Design jtag_scan_seq, sky130hd; sources not shown.
Fig. 1: run 1, cell density map
The die is cut into 8 by 16 equal tiles; white is low, dark blue is high, 0 to 100% covered.
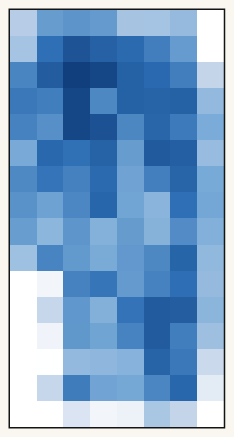
- fullest tile: 94%
- emptiest ninth of the die: bottom left
- nearly empty tiles: 8.6%
- mean over tiles: 54%
FP Core Util: 46.66%
Core Box Area: 12,050 µm²
Final Util: 60.04%

Fig. 2: run 1, cell outlines without signal wires
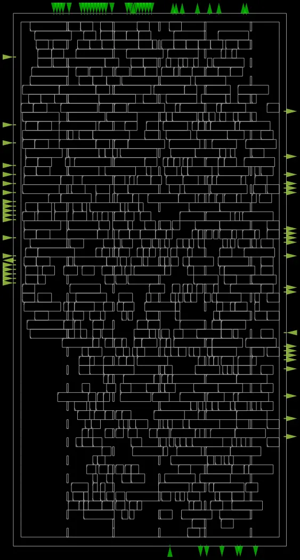
# fillers: 1,028
cell row count: 57
Seq/total area: 41.55%

Fig. 3: run 1, clock distribution
Scale bar: 20 µm.
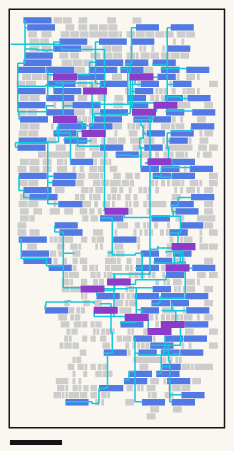
- cells driving clock nets: purple (count 17)
- flip-flops: blue (count 120)
- clock wires: cyan (length 1,520 µm)
- routed clock nets: 18
Clock Skews: 0.008649 ns
Clock power frac: 32.1%
clock latency at the later pin of the worst-skew pair: 0.41 ns
Clock group: 1.04 mW

Fig. 4: run 1, pin placement
Pins as bars across the die edge, other pins in grey.
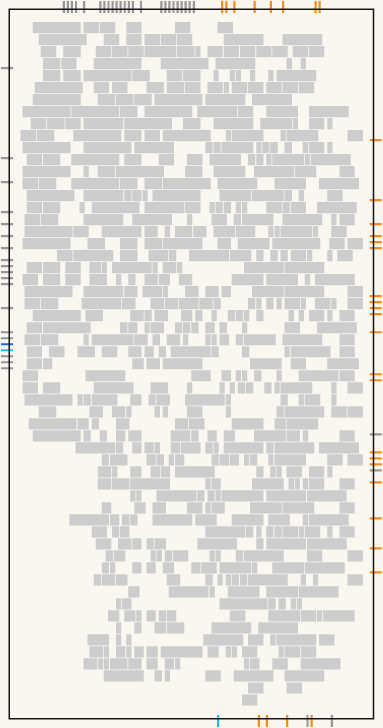
- rsp_data: orange (pins 32; direction output; edge 20 right, 8 top, 4 bottom)
- cmd_op: cyan (pins 2; direction input; edge 1 left, 1 bottom)
- cmd_valid: blue (pins 1; direction input; edge left)
- all pins by edge: 32 top, 22 right, 20 left, 7 bottom
Die X: 82.19 µm
die height: 160.4 µm

==> impl_metrics.toml, run 1 <==
# physical design summary
[logic_synthesis]
synthSimpleGateAreaFrac_pct = 13.86
numSynthFlops = 120
mux_share_pct = 13.68
syn_area_um2 = 5624
synth.avg_cell_area_um2 = 11.14
ys_sh_xor_pct = 2.024
fa_ha_area_share_pct = 1.335
synth_area_leader_cell = "dfrtp_1"
top_cell = "nand2_1"
ys_cells = 505
top_area_share_pct = 23.58
synth.top_cells.by_count = "nand2_1 (80), dfrtp_1 (53), o21ai_0 (41)"
synthAoiAreaFrac_pct = 9.922
fp_nets = 555
ys_types = 66
topCombFamilyByArea = "simple AND/OR/NAND/NOR gates"
topCellsByArea = "dfrtp_1 (24%), edfxtp_1 (17%), dfxtp_1 (11%)"
ys_area_um2 = 5624

[timing]
layout_setup_ws_ns = 1.830
setup_violations = 0
rsz0062_at_grt = "false"
min_period_ns = 4.090
hold_slack_ns = 0.4532
hold_violations = 0
drv_slew = 0
fin_tns_setup_ns = 0
relSlewSlack_pct = 50.20
max_slew.worst_pin.slew_ns = 0.7413

[cts]
h-tree-depth = 4
clock_path_buffers = 2
post_cts_resized = 0
post_cts_buffers = 0
path_clk_slew_ns = 0.06
cts_inserted_buffers = 17
tritoncts = "built"
clock-sinks = 120

[pwr]
total_power_mw = 3.253
p_int_mw = 2.185
seq_power_mw = 1.17
p_seq_share_pct = 36.0
leakage_nw = 2.800
p_comb_mw = 1.04
power.share.switching_pct = 32.82
max-vdd-ir-drop_uv = 259.0
p_comb_share_pct = 31.9
p_per_area_nw_per_um2 = 449.5
switching_power_mw = 1.068

[cells_and_area]
num-nonclk-buffers = 115
areaGrowthSynthToFinish_pct = 28.68
final_cell_count_no_fill = 765
regArea_um2 = 3007
drive_gt1_share_pct = 16.83
sh_comb_area_pct = 31.74
n_all_inverters = 10
comb_cells = 341
top_area_cell_class = "registers"
comb_area_um2 = 2297
clock_area_share_pct = 8.385

[critical_path]
crit_cells = 8
reg2reg_slack_ns = 2.87
worstSetupPathType = "input pin to flip-flop"
crit_fanout = 10
critPathBufInv = 2
slowest_stage = "nor3_1"
crit_required_ns = 6.26
rr_worst_depth = 9

[hold_path]
hp-class = "flip-flop to flip-flop"

[routing]
drt-initial-drc-count = 202
routed_wl_um = 13880
ant_nets = 0
wl_per_cell_um = 18.15
viasPerCell = 5.590
firstDrtPassIters = 5

[die]
n_tap_cell = 147
boundaryPins = 81

[place]
dpl_worst_slack_ns = 1.475
gp_congestion = 0.9428
dpl_cell_area_um2 = 6629
dpl.hpwl_um = 10410
dp_cells = 733

[flow_run]
cap_violations = 0

[global_routing]
grt_pass1_wl_um = 22200

[status]
status = "completed"
==> run 1: metal layers <==
metal / GRT usage (%) / wire, µm
met4: 12.12 / 622
met2: 40.65 / 7881
met5: 0 / 0
met1: 22.91 / 4930
met3: 4.438 / 450
==> run 1: layout by cell type, fill, tap and decap left out, drive strengths merged, types with 5 or more instances in the layout <==
| cell | n |
|---|---|
| mux2 | 39 |
| o21ai | 41 |
| xor2 | 9 |
| buf | 15 |
| and2 | 6 |
| a21oi | 5 |
| nor3 | 11 |
| nand2 | 80 |
| mux2i | 33 |
| edfxtp | 32 |
| dfrtp | 53 |
| nand2b | 5 |
| ha | 6 |
| clkdlybuf4s50 | 80 |
| clkbuf | 37 |
| nor2b | 5 |
| dfxtp | 32 |
| a31oi | 6 |
| inv | 15 |
| clkinv | 5 |
| nor2 | 18 |
| nand3 | 17 |
Fig. 5: run 1, met3 routing
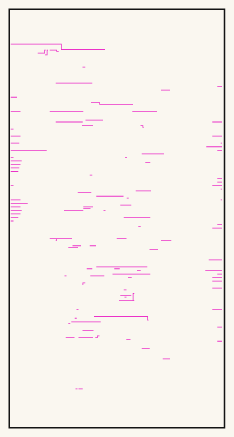

## Run 2: what changed since run 1
CORE_UTILIZATION = 39   (was 46)
PLACE_DENSITY = 0.78   (was 0.86)
clock period = 3.3 ns   (was 5.92 ns; I/O delays follow)
Fig. 6: run 2, met3 routing
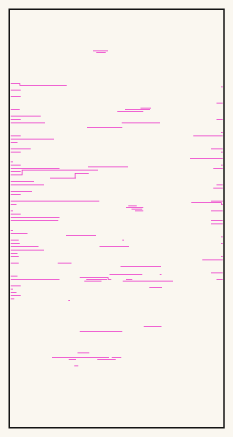
- share of all routed wire: 6.0%
- nets with wire on the layer: 91
- main direction: horizontal
met3 Use GR: 5.286%
Vias: 4,117
Routed Wire Length: 12,760 µm

==> impl_metrics.toml, run 2 <==
# physical design summary
[status]
status = "completed"

[die]
row_count = 62
die-area_um2 = 15460
initial_core_util_pct = 39.62
die_h_um = 173.8
core_um2 = 14200
die_x_um = 88.92
boundaryPins = 81
n_tap_cell = 192

[critical_path]
critPathMaxStageDelay_ns = 0.85
crit_required_ns = 3.63
critical_path_arrival_ns = 3.39
slowest_stage = "dlygate4sd3_1"
cp_top_family = "buffers and inverters"
worstPathCellList = "clkdlybuf4s50_1, nand2_1, clkbuf_1, dlygate4sd3_1, nand2_1, mux2i_1"
critical_path.most_common_cell = "nand2_1"
crit_fanout = 10
crit_cells = 6
rr_worst_depth = 9
reg2reg_slack_ns = 0.45
critPathBufInv = 3
cp-start-kind = "input pin"
crit_path_end_kind = "flip-flop"
worstSetupPathType = "input pin to flip-flop"

[logic_synthesis]
fa_ha_area_share_pct = 1.335
ys_area_um2 = 5624
top_area_share_pct = 23.58
edf_count = 32
mux_share_pct = 13.68
fp_nets = 555
topCombFamilyByArea = "simple AND/OR/NAND/NOR gates"
ys_cells = 505
async_reset_ff_share_pct = 46.67
synthSimpleGateAreaFrac_pct = 13.86
syn_area_um2 = 5624
synthAoiAreaFrac_pct = 9.922
synth.top_cells.by_count = "nand2_1 (80), dfrtp_1 (53), o21ai_0 (41)"
ys_sh_xor_pct = 2.024
synth_area_leader_cell = "dfrtp_1"
ys.flop_type = "dfrtp_1"
ys_seq_share_pct = 53.46
ys_types = 66
synth.avg_cell_area_um2 = 11.14
top_cell = "nand2_1"
ys_warn_count = 0
syn_inst = 505
numSynthFlops = 120
topCellsByArea = "dfrtp_1 (24%), edfxtp_1 (17%), dfxtp_1 (11%)"

[timing]
layout_setup_ws_ns = 0.2461
min_period_ns = 3.054
rsz0062_at_grt = "false"
relSlewSlack_pct = 50.99
fin_tns_setup_ns = 0
period_used_pct = 92.54
max_slew.worst_pin.slew_ns = 0.7351
max_freq_mhz = 327.4
setup_violations = 0
hold_violations = 0
drv_slew = 0
hold_slack_ns = 0.4495

[cts]
post_cts_resized = 1
clk_latency_ns = 0.41
cts_hold_buf = 0
tritoncts = "built"
cts_inserted_buffers = 17
path_clk_slew_ns = 0.06
clock_path_buffers = 2
clock-sinks = 120
post_cts_buffers = 0
root_buffer = "clkbuf_16"
h-tree-depth = 4

[routing]
drc = 0
wl_per_cell_um = 15.75
drt-initial-drc-count = 189
ant_nets = 0
firstDrtPassIters = 4
viasPerCell = 5.083

[cells_and_area]
sh_seq_area_pct = 41.08
n_all_inverters = 10
seq_cell_count = 120
final-nonclk-buf-share_pct = 15.09
regArea_um2 = 3007
final_util_pct = 51.56
num-clock-buffers = 18
num-nonclk-buffers = 115
comb_cells = 341
finalNetCount = 655
drive_gt1_share_pct = 17.15
sh_comb_area_pct = 31.45
comb_area_um2 = 2302
areaGrowthSynthToFinish_pct = 30.14
stdcell_area_um2 = 7320
layout_top_cells = "nand2_1 (80), clkdlybuf4s50_1 (80), dfrtp_1 (53), o21ai_0 (41), mux2_2 (39)"
fillers = 1274
final_cell_count_no_fill = 810
top_area_cell_class = "registers"
clock_area_share_pct = 8.581
antenna_cells = 0

[flow_run]
warning_count = 29
cap_violations = 0

[pwr]
total_power_mw = 5.848
p_comb_mw = 1.81
p_per_area_nw_per_um2 = 799.0
p_comb_share_pct = 30.9
leakage_nw = 2.809
max-vdd-ir-drop_uv = 469.6
seq_power_mw = 2.10
power.share.switching_pct = 32.81
p_int_mw = 3.929
top_power_group = "sequential cells"
p_seq_share_pct = 35.9
switching_power_mw = 1.919

[global_routing]
grt_max_degree = 33
grt_remaining_overflow = 0
grtUsageTotal_pct = 17.83
grt_pass1_vias = 4149
grt_pass1_wl_um = 21300
antenna_found_initial = 0

[place]
dp_cells = 778
gp_congestion = 0.8558
dpl_worst_slack_ns = -0.3103
io_buffers = 80
dpl_cell_area_um2 = 6685
dpl.hpwl_um = 9282

[hold_path]
holdPathStages = 2
hp-class = "flip-flop to flip-flop"
Fig. 7: run 2, clock distribution
Scale bar: 20 µm.
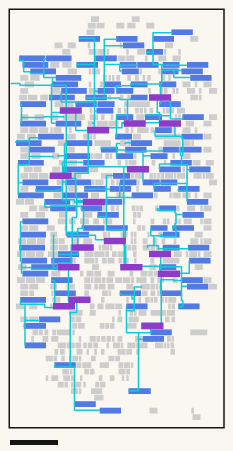
Clock Skews: 0.01043 ns
Clock group: 1.94 mW
Clock power frac: 33.2%

-- run 2: netlist changes by cell type in the layout (fill, tap and decap cells not counted), sizes merged --
cell / change
clkinvlp: -1
clkinv: -1
inv: +3
clkbuf: -1
-- run 2: per-layer routing --
| metal | share of wire (%) | vias to the layer above | global-route usage [%] | wire, µm |
|---|---|---|---|---|
| met5 | 0 | - | 0 | 0 |
| met4 | 1.3 | 0 | 5.114 | 161 |
| met3 | 6.0 | 12 | 5.286 | 762 |
| met2 | 49 | 132 | 28.33 | 6263 |
| met1 | 44 | 1954 | 23.31 | 5571 |
| li1 | - | 2019 | - | - |
Power and IR drop assume default switching activity.
